## src/rtl/matmul_pkg.sv

```systemverilog
// Shared types and defaults for the matrix-multiply sequencer.
package matmul_pkg;

  localparam int DEFAULT_MATRIX_DIM = 2;

  typedef enum logic [1:0] {
    ST_IDLE  = 2'd0,
    ST_ISSUE = 2'd1,
    ST_DRAIN = 2'd2,
    ST_DONE  = 2'd3
  } state_e;

endpackage

```

## src/rtl/matmul_index_gen.sv

```systemverilog
// Nested i/j/k loop counters (k innermost) with look-ahead values and a last-element flag.
module matmul_index_gen
  import matmul_pkg::*;
#(
  parameter int MATRIX_DIM = DEFAULT_MATRIX_DIM,
  parameter int IDX_W      = $clog2(MATRIX_DIM)
) (
  input  logic             clk,
  input  logic             rst_n,
  input  logic             i_clear,
  input  logic             i_advance,
  output logic [IDX_W-1:0] o_i,
  output logic [IDX_W-1:0] o_j,
  output logic [IDX_W-1:0] o_k,
  output logic [IDX_W-1:0] o_nxt_i,
  output logic [IDX_W-1:0] o_nxt_j,
  output logic [IDX_W-1:0] o_nxt_k,
  output logic             o_last
);

  localparam logic [IDX_W-1:0] IDX_LAST = IDX_W'(MATRIX_DIM - 1);
  localparam logic [IDX_W-1:0] IDX_ONE  = IDX_W'(1);

  logic [IDX_W-1:0] r_i;
  logic [IDX_W-1:0] r_j;
  logic [IDX_W-1:0] r_k;
  logic             w_i_wrap;
  logic             w_j_wrap;
  logic             w_k_wrap;

  assign w_i_wrap = (r_i == IDX_LAST);
  assign w_j_wrap = (r_j == IDX_LAST);
  assign w_k_wrap = (r_k == IDX_LAST);

  // Carry chain: k wraps into j, j wraps into i
  always_comb begin
    o_nxt_i = r_i;
    o_nxt_j = r_j;
    o_nxt_k = r_k;
    if (w_k_wrap) begin
      o_nxt_k = '0;
      if (w_j_wrap) begin
        o_nxt_j = '0;
        if (w_i_wrap) begin
          o_nxt_i = '0;
        end else begin
          o_nxt_i = r_i + IDX_ONE;
        end
      end else begin
        o_nxt_j = r_j + IDX_ONE;
      end
    end else begin
      o_nxt_k = r_k + IDX_ONE;
    end
  end

  // Counter registers
  always_ff @(posedge clk) begin
    if (!rst_n) begin
      r_i <= '0;
      r_j <= '0;
      r_k <= '0;
    end else if (i_clear) begin
      r_i <= '0;
      r_j <= '0;
      r_k <= '0;
    end else if (i_advance) begin
      r_i <= o_nxt_i;
      r_j <= o_nxt_j;
      r_k <= o_nxt_k;
    end else begin
      r_i <= r_i;
      r_j <= r_j;
      r_k <= r_k;
    end
  end

  assign o_i    = r_i;
  assign o_j    = r_j;
  assign o_k    = r_k;
  assign o_last = w_i_wrap && w_j_wrap && w_k_wrap;

endmodule

```

## src/rtl/matmul_sequencer.sv

```systemverilog
// Matrix-multiply sequencer: issues A/B reads for every (i,j,k) and schedules
// MAC and result-write strobes to line up with memory and MAC latency.
module matmul_sequencer
  import matmul_pkg::*;
#(
  parameter int MATRIX_DIM       = DEFAULT_MATRIX_DIM,
  parameter int MATRIX_MEM_DEPTH = MATRIX_DIM * MATRIX_DIM
) (
  input  logic                                clk,
  input  logic                                rst_n,
  input  logic                                start,
  output logic                                busy,
  output logic                                done,
  output logic                                rd_en,
  output logic [$clog2(MATRIX_MEM_DEPTH)-1:0] rd_address_a,
  output logic [$clog2(MATRIX_MEM_DEPTH)-1:0] rd_address_b,
  output logic                                mac_en,
  output logic                                mac_first,
  output logic                                res_wr_en,
  output logic [$clog2(MATRIX_MEM_DEPTH)-1:0] res_wr_address
);

  localparam int ADDR_W = $clog2(MATRIX_MEM_DEPTH);
  localparam int IDX_W  = $clog2(MATRIX_DIM);
  localparam logic [IDX_W-1:0]  K_LAST = IDX_W'(MATRIX_DIM - 1);
  localparam logic [ADDR_W-1:0] DIM_A  = ADDR_W'(MATRIX_DIM);

  state_e            r_state;
  state_e            w_state_nxt;
  logic              w_start_accept;
  logic              w_issue_nxt;
  logic              w_idx_clear;
  logic              w_idx_advance;
  logic [IDX_W-1:0]  w_i;
  logic [IDX_W-1:0]  w_j;
  logic [IDX_W-1:0]  w_k;
  logic [IDX_W-1:0]  w_nxt_i;
  logic [IDX_W-1:0]  w_nxt_j;
  logic [IDX_W-1:0]  w_nxt_k;
  logic              w_last;
  logic [ADDR_W-1:0] w_addr_a_nxt;
  logic [ADDR_W-1:0] w_addr_b_nxt;
  logic [ADDR_W-1:0] w_waddr_cur;

  logic              r_busy;
  logic              r_done;
  logic              r_rd_en;
  logic [ADDR_W-1:0] r_rd_address_a;
  logic [ADDR_W-1:0] r_rd_address_b;
  logic              r_mac_en;
  logic              r_mac_first;
  logic              r_wr_s1;
  logic [ADDR_W-1:0] r_waddr_s1;
  logic              r_last_s1;
  logic              r_last_s2;
  logic              r_res_wr_en;
  logic [ADDR_W-1:0] r_res_wr_address;

  // Counters follow the element currently on the read outputs; held at zero outside ISSUE.
  assign w_idx_advance = (r_state == ST_ISSUE);
  assign w_idx_clear   = (r_state != ST_ISSUE);

  matmul_index_gen #(
    .MATRIX_DIM (MATRIX_DIM),
    .IDX_W      (IDX_W)
  ) u_index_gen (
    .clk       (clk),
    .rst_n     (rst_n),
    .i_clear   (w_idx_clear),
    .i_advance (w_idx_advance),
    .o_i       (w_i),
    .o_j       (w_j),
    .o_k       (w_k),
    .o_nxt_i   (w_nxt_i),
    .o_nxt_j   (w_nxt_j),
    .o_nxt_k   (w_nxt_k),
    .o_last    (w_last)
  );

  assign w_addr_a_nxt = ADDR_W'(w_nxt_i) * DIM_A + ADDR_W'(w_nxt_k);
  assign w_addr_b_nxt = ADDR_W'(w_nxt_k) * DIM_A + ADDR_W'(w_nxt_j);
  assign w_waddr_cur  = ADDR_W'(w_i) * DIM_A + ADDR_W'(w_j);

  // Next-state and read-issue decision
  always_comb begin
    w_state_nxt    = r_state;
    w_start_accept = 1'b0;
    w_issue_nxt    = 1'b0;
    case (r_state)
      ST_IDLE: begin
        if (start) begin
          w_state_nxt    = ST_ISSUE;
          w_start_accept = 1'b1;
          w_issue_nxt    = 1'b1;
        end else begin
          w_state_nxt = ST_IDLE;
        end
      end
      ST_ISSUE: begin
        if (w_last) begin
          w_state_nxt = ST_DRAIN;
        end else begin
          w_state_nxt = ST_ISSUE;
          w_issue_nxt = 1'b1;
        end
      end
      ST_DRAIN: begin
        if (r_last_s2) begin
          w_state_nxt = ST_DONE;
        end else begin
          w_state_nxt = ST_DRAIN;
        end
      end
      ST_DONE: begin
        w_state_nxt = ST_IDLE;
      end
      default: begin
        w_state_nxt = ST_IDLE;
      end
    endcase
  end

  // FSM state, read issue and the read->MAC->write delay pipeline
  always_ff @(posedge clk) begin
    if (!rst_n) begin
      r_state          <= ST_IDLE;
      r_busy           <= 1'b0;
      r_done           <= 1'b0;
      r_rd_en          <= 1'b0;
      r_rd_address_a   <= '0;
      r_rd_address_b   <= '0;
      r_mac_en         <= 1'b0;
      r_mac_first      <= 1'b0;
      r_wr_s1          <= 1'b0;
      r_waddr_s1       <= '0;
      r_last_s1        <= 1'b0;
      r_last_s2        <= 1'b0;
      r_res_wr_en      <= 1'b0;
      r_res_wr_address <= '0;
    end else begin
      r_state <= w_state_nxt;
      r_busy  <= (w_state_nxt != ST_IDLE);
      r_rd_en <= w_issue_nxt;
      // The first element is (0,0,0), which the counters already hold in IDLE.
      if (w_start_accept) begin
        r_rd_address_a <= '0;
        r_rd_address_b <= '0;
      end else if (w_issue_nxt) begin
        r_rd_address_a <= w_addr_a_nxt;
        r_rd_address_b <= w_addr_b_nxt;
      end else begin
        r_rd_address_a <= '0;
        r_rd_address_b <= '0;
      end
      r_mac_en         <= r_rd_en;
      r_mac_first      <= r_rd_en && (w_k == '0);
      r_wr_s1          <= r_rd_en && (w_k == K_LAST);
      r_waddr_s1       <= r_rd_en ? w_waddr_cur : '0;
      r_last_s1        <= r_rd_en && w_last;
      r_last_s2        <= r_last_s1;
      r_res_wr_en      <= r_wr_s1;
      r_res_wr_address <= r_wr_s1 ? r_waddr_s1 : '0;
      r_done           <= (r_state == ST_DRAIN) && r_last_s2;
    end
  end

  assign busy           = r_busy;
  assign done           = r_done;
  assign rd_en          = r_rd_en;
  assign rd_address_a   = r_rd_address_a;
  assign rd_address_b   = r_rd_address_b;
  assign mac_en         = r_mac_en;
  assign mac_first      = r_mac_first;
  assign res_wr_en      = r_res_wr_en;
  assign res_wr_address = r_res_wr_address;

endmodule

```

## config.mk

```make
export PLATFORM = sky130hd
export DESIGN_NAME = matmul_sequencer
export DESIGN_NICKNAME = d
export VERILOG_FILES = /design/src/rtl/matmul_pkg.sv /design/src/rtl/matmul_index_gen.sv /design/src/rtl/matmul_sequencer.sv
export SDC_FILE = /design/constraint.sdc
export NUM_CORES = 1
export LEC_CHECK = 0
export CELL_PAD_IN_SITES_DETAIL_PLACEMENT = 2
export CELL_PAD_IN_SITES_GLOBAL_PLACEMENT = 2
export CORE_MARGIN = 2
export CORE_UTILIZATION = 35
export CTS_BUF_LIST = sky130_fd_sc_hd__clkbuf_4
export CTS_CLUSTER_SIZE = 30
export DETAILED_ROUTE_END_ITERATION = 12
export PLACE_DENSITY_LB_ADDON = 0.1
export SLEW_MARGIN = 0
export SYNTH_ARGS = -nofsm -noshare
export SYNTH_HDL_FRONTEND = slang
export SYNTH_HIERARCHICAL = 1
export SYNTH_SLANG_ARGS = --single-unit
```

## constraint.sdc

```tcl
create_clock -name clk -period 2.35 [get_ports clk]
set_input_delay 0.47 -clock clk [delete_from_list [all_inputs] [get_ports clk]]
set_output_delay 0.47 -clock clk [all_outputs]
set_load 0.01 [all_outputs]
```

### Sizing map

Scale: 8 px per um.
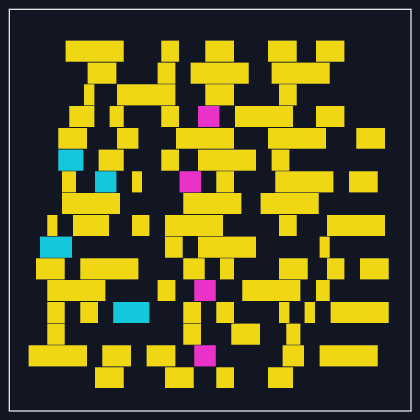
x3 and x4 -> magenta  # cells 4, most used clkbuf_4
x2 -> cyan  # cells 4
x1 and smaller -> yellow  # cells 75, most used dfxtp_1

==> flow_summary.rst <==
Metrics
=======

.. list-table::
   :header-rows: 1

   * - Metric
     - Value
   * - Wire length per cell
     - 13.76 um
   * - Cell area after layout
     - slightly above 900 um^2
   * - TritonCTS clock tree
     - yes
   * - Highest metal layer with signal wires
     - met4
   * - Cell taking the most area after synthesis
     - sky130_fd_sc_hd__dfxtp_1
   * - Area share of xor/xnor cells in the synthesized design
     - 0.02361
   * - Largest clock skew in the final design
     - 0.006467 ns
   * - Critical Path, Cell by Cell
     - clkdlybuf4s50_1
   * - Log Warnings
     - 26
   * - Final routed wirelength across all metal layers
     - 1514 um
   * - Maximum number of pins on one net before global-route repair
     - 15
   * - Max rail drop VDD
     - around 330 uV
   * - Tot GR Track Use
     - 0.1431
   * - Length of routed wiring on met1
     - 607 um
   * - Detailed-routed wire length on met3
     - 29 um
   * - Via count of the routed design
     - 522
   * - Total number of multi-input combinational cells
     - 41
   * - Number of buffers added by the clock tree synthesis step
     - 3
   * - Top delay family on crit path
     - buffers and inverters
   * - Sw frac
     - 0.2267
   * - Clock Power Share
     - 0.295
   * - Worst path slowest cell
     - sky130_fd_sc_hd__clkdlybuf4s50_1
   * - Simple-Gate Fraction of Synth Area
     - 0.2361
   * - Crit path to
     - rd_en
   * - Reg2reg path depth
     - 4
   * - Share of cells above drive strength 1
     - 0.09639
   * - Fraction of synthesized area in multiplexers
     - 0.02867
   * - Remaining DRCs
     - 0
   * - Total negative slack for setup checks
     - 0 ns
   * - Worst setup EP type
     - primary output
   * - Hpwl dp
     - roughly 1100 um
   * - Number of global-route vias before repair
     - 583
   * - Iteration count of the initial detailed-routing pass
     - 2
   * - Multi-input gate share of the layout cell area
     - 0.3107
   * - Reg-to-Reg Start
     - r_state[0]
   * - Final Power
     - roughly 0.6 mW
   * - Die Span Y
     - 50.04 um
   * - Antenna Diode Count
     - 0
   * - Clock latency on the worst-skew pair
     - 0.30 ns
   * - Proportion of final cell area spent on non-clock buffers
     - 0.1520
   * - Storage element area
     - around 420 um^2
   * - Placed Cells incl. Taps
     - about 110
   * - Number of distinct library cell variants in the gate-level netlist after synthesis
     - 26
   * - Clk pin slew, worst setup/hold paths
     - around 0.11 ns
   * - Worst slew margin relative to its limit
     - 0.6816
   * - Number of flip-flops and latches
     - 21
   * - Pleak
     - roughly 0.37 nW
   * - Top-area cell share
     - 0.5666
   * - Dominant synthesized flop cell
     - sky130_fd_sc_hd__dfxtp_1
   * - Status
     - finished, final reports clean
   * - Final design utilization
     - 0.4653
   * - Resize count post-CTS
     - 0
### Logic cells by family

Scale: 10 px per um.
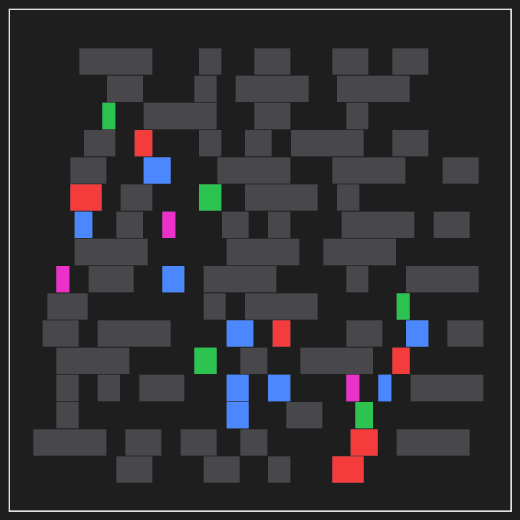
nand cells -> blue  # cells 9
aoi and oai cells -> red  # cells 6
inv cells -> magenta  # cells 3
nor cells -> green  # cells 5

Yosys cell counts (all sizes together), types with 2 or more instances:
| library cell | number |
|---|---|
| a21bo | 2 |
| a21oi | 4 |
| and2 | 7 |
| and3 | 6 |
| buf | 3 |
| dfxtp | 21 |
| inv | 3 |
| nand2b | 5 |
| nand3b | 2 |
| nor2 | 2 |
| nor2b | 2 |
worst min-delay path by stage:
stage	from	endpoint	slack, ns	cells after the start
floorplan	r_last_s2	done	0.41	2
global placement	r_last_s1	r_last_s2	0.41	1
detailed placement	r_last_s2	done	0.44	2
CTS	r_last_s2	done	0.45	2
global route	r_last_s2	done	0.47	2
finish	r_last_s2	done	0.45	2
cells in the final DEF, fill, tap and decap left out, types with 2 or more instances in the layout:
| cell | count |
|---|---|
| sky130_fd_sc_hd__clkdlybuf4s50_1 | 14 |
| sky130_fd_sc_hd__nand3b_1 | 2 |
| sky130_fd_sc_hd__nor2_1 | 2 |
| sky130_fd_sc_hd__clkbuf_4 | 4 |
| sky130_fd_sc_hd__inv_1 | 3 |
| sky130_fd_sc_hd__a21oi_1 | 3 |
| sky130_fd_sc_hd__dfxtp_1 | 21 |
| sky130_fd_sc_hd__and3_1 | 6 |
| sky130_fd_sc_hd__a21bo_1 | 2 |
| sky130_fd_sc_hd__and2_1 | 6 |
| sky130_fd_sc_hd__nor2b_1 | 2 |
| sky130_fd_sc_hd__nand2b_1 | 5 |
power by group through the flow:
stage	sequential (mW)	clock, mW	combinational, mW
6_report	0.377	0.181	0.0541
3_3_place_gp	0.384	0	0.0523
5_1_grt	0.380	0.210	0.0587
3_5_place_dp	0.385	0	0.0548
2_1_floorplan	0.384	0	0.0293
4_1_cts	0.377	0.190	0.0551
Power is estimated from default activity; no workload was simulated.
